Fig. 1: power grid
Scale bar: 20 um. Pins as bars on the die edge.
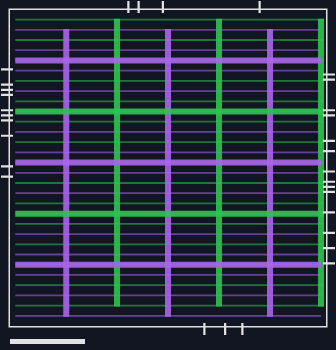
Fig. 2: placed cells, one colour a class
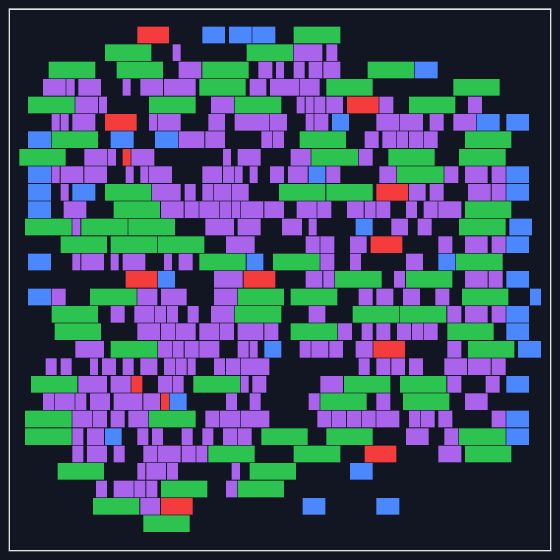
Fig. 3: routed clock nets over the placement
Scale bar: 20 um.
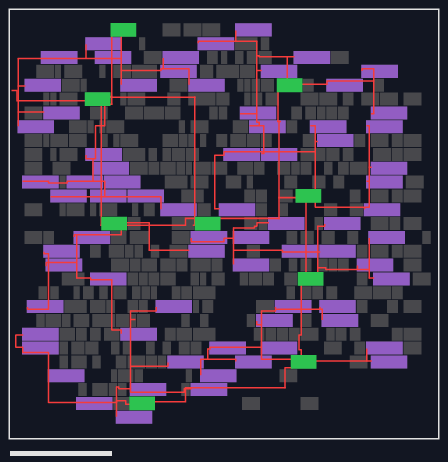
--- src/rtl/uart_hex_rx.sv ---
// uart_hex_rx: 8N1 UART receiver that parses ASCII hex lines into a 16-bit word.
// Define UART_HEX_RX_PARITY_EN for 8E1 framing with even-parity checking.
module uart_hex_rx #(
    parameter int CLK_HZ = 100_000_000,
    parameter int BAUD   = 115200
) (
    input  logic        clk,
    input  logic        rst,
    input  logic        rx,
    output logic [7:0]  byte_out,
    output logic        byte_valid,
    output logic [15:0] data_out,
    output logic        data_valid,
    output logic        frame_err,
    output logic        hex_err
);
    localparam int CPB = CLK_HZ / BAUD;
    localparam int CW  = $clog2(CPB + 1);
    localparam logic [CW-1:0] HALF = CW'(CPB / 2);
    localparam logic [CW-1:0] FULL = CW'(CPB - 1);

    typedef enum logic [2:0] {
        IDLE, START, DATA,
`ifdef UART_HEX_RX_PARITY_EN
        PARITY,
`endif
        STOP, BREAK
    } state_t;

    state_t state_q, state_d;
    logic          rx_m_q, rx_m_d, rx_s_q, rx_s_d;
    logic [CW-1:0] clk_cnt_q, clk_cnt_d;
    logic [2:0]    bit_cnt_q, bit_cnt_d;
    logic [7:0]    shift_q, shift_d, byte_out_q, byte_out_d;
    logic          byte_valid_q, byte_valid_d, frame_err_q, frame_err_d;
    logic [15:0]   shadow_q, shadow_d, data_out_q, data_out_d;
    logic [2:0]    nib_cnt_q, nib_cnt_d;
    logic          data_valid_q, data_valid_d, hex_err_q, hex_err_d;
    logic          par_bad, is_num, is_uc, is_lc, is_term;
    logic [3:0]    nib;
`ifdef UART_HEX_RX_PARITY_EN
    logic          par_err_q, par_err_d;
    assign par_bad = par_err_q;
`else
    assign par_bad = 1'b0;
`endif

    always_comb begin
        rx_m_d       = rx;
        rx_s_d       = rx_m_q;
        state_d      = state_q;
        clk_cnt_d    = clk_cnt_q + 1'b1;
        bit_cnt_d    = bit_cnt_q;
        shift_d      = shift_q;
        byte_out_d   = byte_out_q;
        byte_valid_d = 1'b0;
        frame_err_d  = 1'b0;
`ifdef UART_HEX_RX_PARITY_EN
        par_err_d    = par_err_q;
`endif
        case (state_q)
            IDLE: begin
                clk_cnt_d = '0;
                bit_cnt_d = '0;
                if (!rx_s_q) state_d = START;
            end
            START: if (clk_cnt_q == HALF) begin
                clk_cnt_d = '0;
                state_d   = rx_s_q ? IDLE : DATA;
            end
            DATA: if (clk_cnt_q == FULL) begin
                clk_cnt_d = '0;
                shift_d   = {rx_s_q, shift_q[7:1]};
                bit_cnt_d = bit_cnt_q + 1'b1;
`ifdef UART_HEX_RX_PARITY_EN
                if (bit_cnt_q == 3'd7) state_d = PARITY;
`else
                if (bit_cnt_q == 3'd7) state_d = STOP;
`endif
            end
`ifdef UART_HEX_RX_PARITY_EN
            PARITY: if (clk_cnt_q == FULL) begin
                clk_cnt_d = '0;
                par_err_d = ^shift_q ^ rx_s_q;
                state_d   = STOP;
            end
`endif
            STOP: if (clk_cnt_q == FULL) begin
                clk_cnt_d = '0;
                if (rx_s_q && !par_bad) begin
                    byte_out_d   = shift_q;
                    byte_valid_d = 1'b1;
                    state_d      = IDLE;
                end else begin
                    frame_err_d = 1'b1;
                    state_d     = rx_s_q ? IDLE : BREAK;
                end
            end
            // a line held low must return high before another frame can start
            BREAK: begin
                clk_cnt_d = '0;
                if (rx_s_q) state_d = IDLE;
            end
            default: state_d = IDLE;
        endcase
    end

    always_comb begin
        is_num       = byte_out_q >= 8'h30 && byte_out_q <= 8'h39;
        is_uc        = byte_out_q >= 8'h41 && byte_out_q <= 8'h46;
        is_lc        = byte_out_q >= 8'h61 && byte_out_q <= 8'h66;
        is_term      = byte_out_q == 8'h0D || byte_out_q == 8'h0A;
        nib          = is_num ? byte_out_q[3:0] : byte_out_q[3:0] + 4'd9;
        shadow_d     = shadow_q;
        nib_cnt_d    = nib_cnt_q;
        data_out_d   = data_out_q;
        data_valid_d = 1'b0;
        hex_err_d    = 1'b0;
        if (byte_valid_q) begin
            if (is_num || is_uc || is_lc) begin
                shadow_d  = {shadow_q[11:0], nib};
                nib_cnt_d = (nib_cnt_q == 3'd4) ? 3'd4 : nib_cnt_q + 1'b1;
            end else begin
                shadow_d  = '0;
                nib_cnt_d = '0;
                hex_err_d = !is_term;
                if (is_term && nib_cnt_q != 3'd0) begin
                    data_out_d   = shadow_q;
                    data_valid_d = 1'b1;
                end
            end
        end
    end

    always_ff @(posedge clk) begin
        if (rst) begin
            state_q      <= IDLE;
            rx_m_q       <= 1'b1;
            rx_s_q       <= 1'b1;
            clk_cnt_q    <= '0;
            bit_cnt_q    <= '0;
            shift_q      <= '0;
            byte_out_q   <= '0;
            byte_valid_q <= 1'b0;
            frame_err_q  <= 1'b0;
            shadow_q     <= '0;
            nib_cnt_q    <= '0;
            data_out_q   <= '0;
            data_valid_q <= 1'b0;
            hex_err_q    <= 1'b0;
`ifdef UART_HEX_RX_PARITY_EN
            par_err_q    <= 1'b0;
`endif
        end else begin
            state_q      <= state_d;
            rx_m_q       <= rx_m_d;
            rx_s_q       <= rx_s_d;
            clk_cnt_q    <= clk_cnt_d;
            bit_cnt_q    <= bit_cnt_d;
            shift_q      <= shift_d;
            byte_out_q   <= byte_out_d;
            byte_valid_q <= byte_valid_d;
            frame_err_q  <= frame_err_d;
            shadow_q     <= shadow_d;
            nib_cnt_q    <= nib_cnt_d;
            data_out_q   <= data_out_d;
            data_valid_q <= data_valid_d;
            hex_err_q    <= hex_err_d;
`ifdef UART_HEX_RX_PARITY_EN
            par_err_q    <= par_err_d;
`endif
        end
    end

    assign byte_out   = byte_out_q;
    assign byte_valid = byte_valid_q;
    assign data_out   = data_out_q;
    assign data_valid = data_valid_q;
    assign frame_err  = frame_err_q;
    assign hex_err    = hex_err_q;
endmodule
--- config.mk ---
export PLATFORM = sky130hd
export DESIGN_NAME = uart_hex_rx
export DESIGN_NICKNAME = d
export VERILOG_FILES = /design/src/rtl/uart_hex_rx.sv
export SDC_FILE = /design/constraint.sdc
export NUM_CORES = 1
export LEC_CHECK = 0
export CAP_MARGIN = 20
export CORE_MARGIN = 1
export CORE_UTILIZATION = 50
export CTS_CLUSTER_SIZE = 40
export DETAILED_ROUTE_END_ITERATION = 6
export PLACE_DENSITY = 0.8
export SYNTH_ARGS = -nofsm -noshare
export SYNTH_HDL_FRONTEND = slang
export SYNTH_SLANG_ARGS = --single-unit
--- constraint.sdc ---
create_clock -name clk -period 2.7 [get_ports clk]
set_clock_uncertainty 0.15 [all_clocks]
set_input_delay 0.405 -clock clk [delete_from_list [all_inputs] [get_ports clk]]
set_output_delay 0.405 -clock clk [all_outputs]
set_load 0.03 [all_outputs]
==> results.py <==
# Auto-generated metrics
metrics = {
    "outcome": {
        "outcome": "complete, but fails checks",
        "violations": "DRC",
    },
    "detailed_routing": {
        "via_count": 2534,
        "dr.pass1.iters": 7,
        "post_drt_wl_per_cell_um": 13.41,
        "via_per_inst": 5.545,
        "drt-total-wl_um": 6128,
        "route.detailed.drc": 8,
        "drt_iter0_markers": 120,
    },
    "min_path": {
        "hp-class": "reg -> reg",
    },
    "setup_path": {
        "critPathTopFamily": "simple AND/OR/NAND/NOR gates",
        "worst-setup-path-type": "reg -> reg",
        "setup.worst_path.end_class": "flip-flop",
        "cp-start-kind": "flip-flop",
        "rr_worst_depth": 5,
        "crit_buf_inv": 1,
        "worstPathCellList": "or4b_4 > a2111oi_2 > and2_1 > buf_4 > mux2i_1",
        "cp.depth": 5,
        "critPathRequiredTime_ns": 2.81,
        "cp_slowest_cell": "or4b_4",
    },
    "layout": {
        "drive_gt1_share_pct": 8.684,
        "antennaDiodeCount": 0,
        "nets": 391,
        "lay_top_cells": "73 x dfxtp_1, 55 x nand2b_1, 35 x mux2i_1",
        "final_common_cell": "dfxtp_1",
    },
    "synth": {
        "aoi_share_pct": 11.72,
        "ys_sh_adder_pct": 3.708,
        "synth-xor-area-share_pct": 2.595,
        "yosysTopAreaCell": "dfxtp_1",
        "asyncSetResetFlopFracSynth_pct": 0,
        "avgSynthCellArea_um2": 9.587,
        "edf_count": 0,
        "synthCells": 352,
        "ys_sh_mux_pct": 10.72,
        "ys_cells": 352,
        "ff_type": "dfxtp_1",
        "ys_area_mm2": 0.003374,
        "area_leaders": "dfxtp_1 43%, mux2i_1 10%, nand2b_1 10%",
        "synth_flop_count": 73,
        "yosysWarnings": 0,
    },
    "timing": {
        "rsz0062_at_grt": "false",
        "tightestPinTransition_ns": 0.7114,
        "timing.final.crit_share_pct": 81.91,
        "setup_viol": 0,
        "whs_ns": 0.2635,
        "finalHoldViolCount": 0,
        "min_period_ns": 2.212,
        "max_freq_ghz": 0.4522,
        "relSlewSlack_pct": 52.48,
    },
    "clock_tree": {
        "htreeDepth": 3,
        "cts.sinks": 73,
        "cts_buffer_depth": 2,
        "path_clk_slew_ns": 0.07,
        "cts_made_buffers": 9,
        "postCtsResizedCells": 0,
        "ctsHoldBuffers": 0,
        "cts_root_buf": "clkbuf_8",
    },
    "floorplan": {
        "chip_area_mm2": 0.007081,
        "fp_util_pct": 52.54,
    },
    "job": {
        "warnings": 31,
        "drv_cap": 0,
    },
    "power": {
        "powerDensity_mw_per_mm2": 492.3,
        "seqPwrFrac_pct": 58.2,
        "switching_power_mw": 0.4254,
        "internal_power_mw": 1.477,
        "leakage_nw": 1.342,
        "power_mw": 1.902,
        "ir_drop_mv": 0.2620,
    },
    "global_routing": {
        "grt_pass1_vias": 2296,
        "grt_pass1_wl_um": 10440,
        "overflow": 0,
        "grt_max_degree": 38,
        "antenna_found_initial": 0,
    },
    "place": {
        "gp_congestion": 0.7831,
        "dp.final_hpwl_um": 4082,
    },
}
-- Fig. 1 (at the start) --
Purple stands for VSS. Green stands for VDD.
30 met1 rails follow the rows. 31 signal pins sit on the boundary. 5 straps on met5. The core has 29 rows. 6 straps on met4.
Die Width: 84.15 um
Die Ht: 84.15 um
core area: 0.006422 mm^2

-- Fig. 2 (at the start) --
Green stands for flops, cells 73, share of their area 39%. Purple stands for combinational and other logic, cells 255, share of their area 48%. Red stands for clock drivers and dummy loads, cells 13, share of their area 4.0%. Blue stands for other buffers and delay cells, cells 39, share of their area 9.6%.
number of cell rows: 29
Seq area share: 37.82%
Finished Cell Area: 0.003864 mm^2
post-layout util: 60.16%

-- Fig. 3 (at the start) --
Green stands for clock drivers, count 9. Purple stands for flip-flops, count 73. Red stands for clock wires, length 880 um.
There are 10 routed clock nets.
Latency at later pin: 0.34 ns
Clk. pwr: 0.697 mW
Clock power frac: 36.7%

==> power groups by stage <==
stage | sequential, mW | combinational [mW] | clock, mW
detailed placement | 1.13 | 0.0974 | 0
CTS | 1.11 | 0.0976 | 0.729
global placement | 1.13 | 0.0954 | 0
global route | 1.11 | 0.108 | 0.780
floorplan | 1.12 | 0.0931 | 0
finish | 1.11 | 0.0975 | 0.697
==> metrics by stage <==
step	std cells	setup slack (ns)	utilization, %	area (um^2)
final	457	0.4884	60.16	3864
after global routing	457	0.3510	60.16	3864
after CTS	457	0.4734	60.16	3864
after detailed placement	444	0.4947	57.82	3714
after global placement	444	0.5999	57.82	3714
after floorplan	352	0.4389	-	3374
==> synth_stat cells, types with 4 or more instances <==
cell type and count:
nor2_1 21, nand3_1 11, clkbuf_1 19, nor3_1 12, o21ai_0 7, o211ai_1 13
inv_1 8, a21oi_1 20, dfxtp_1 73, ha_1 10, nand2b_1 55, nand4_1 4
xor2_1 6, mux2i_1 35, xnor2_1 4, o32ai_1 4
==> cells by family after synthesis <==
family	count (synthesis)
simple gates	132
flops	73
buf+inv	32
mux	36
xor+xnor	10
compound gates	59
fa+ha+maj	10
==> worst reg2reg max path, delay by kind of cell, from the launching register on <==
kind	cells	cell delay (ns)
muxes	1	0.23
and+or+nand+nor	2	0.69
AOI/OAI and AO/OA	1	0.32
buffers and inverters	1	0.27
DFF	1	0.49
==> routing by layer <==
metal  global-route usage [%]  wire length, um  vias to the layer above
met1                    24.35             3058                     1179
met4                    7.837               73                        0
met5                        0                0                        -
met3                    5.506              307                        9
met2                    27.79             2689                       60
li1                         -                -                     1286
==> worst paths after layout <==
| path | startpoint | end | slack (ns) |
|---|---|---|---|
| worst max-delay path | byte_out[3] | data_out[14] | 0.49 |
| worst min-delay path | rx_m_q | rx_s_q | 0.26 |
| worst max register to register | byte_out[3] | data_out[14] | 0.49 |
| worst min register to register | rx_m_q | rx_s_q | 0.26 |
==> registers in the layout, indices dropped and copies added, names as in the netlist <==
register and flops:
state_q 3, bit_cnt_q 3, nib_cnt_q 3, rx_m_q 1, byte_valid 1, frame_err 1, shadow_q 16, data_valid 1
clk_cnt_q 10, shift_q 8, hex_err 1, byte_out 8, rx_s_q 1, data_out 16
==> area by class of cell <==
type                            count  area [um^2]  area share, %
Tap cell                           77        96.34          2.494
Timing Repair Buffer               39        362.8          9.391
Clock inverter                      1        5.005         0.1295
Sequential cell                    73         1461          37.82
Inverter                            8        30.03         0.7772
Multi-Input combinational cell    247         1763          45.63
Clock buffer                       12        145.1          3.756
Power and IR drop assume default switching activity.
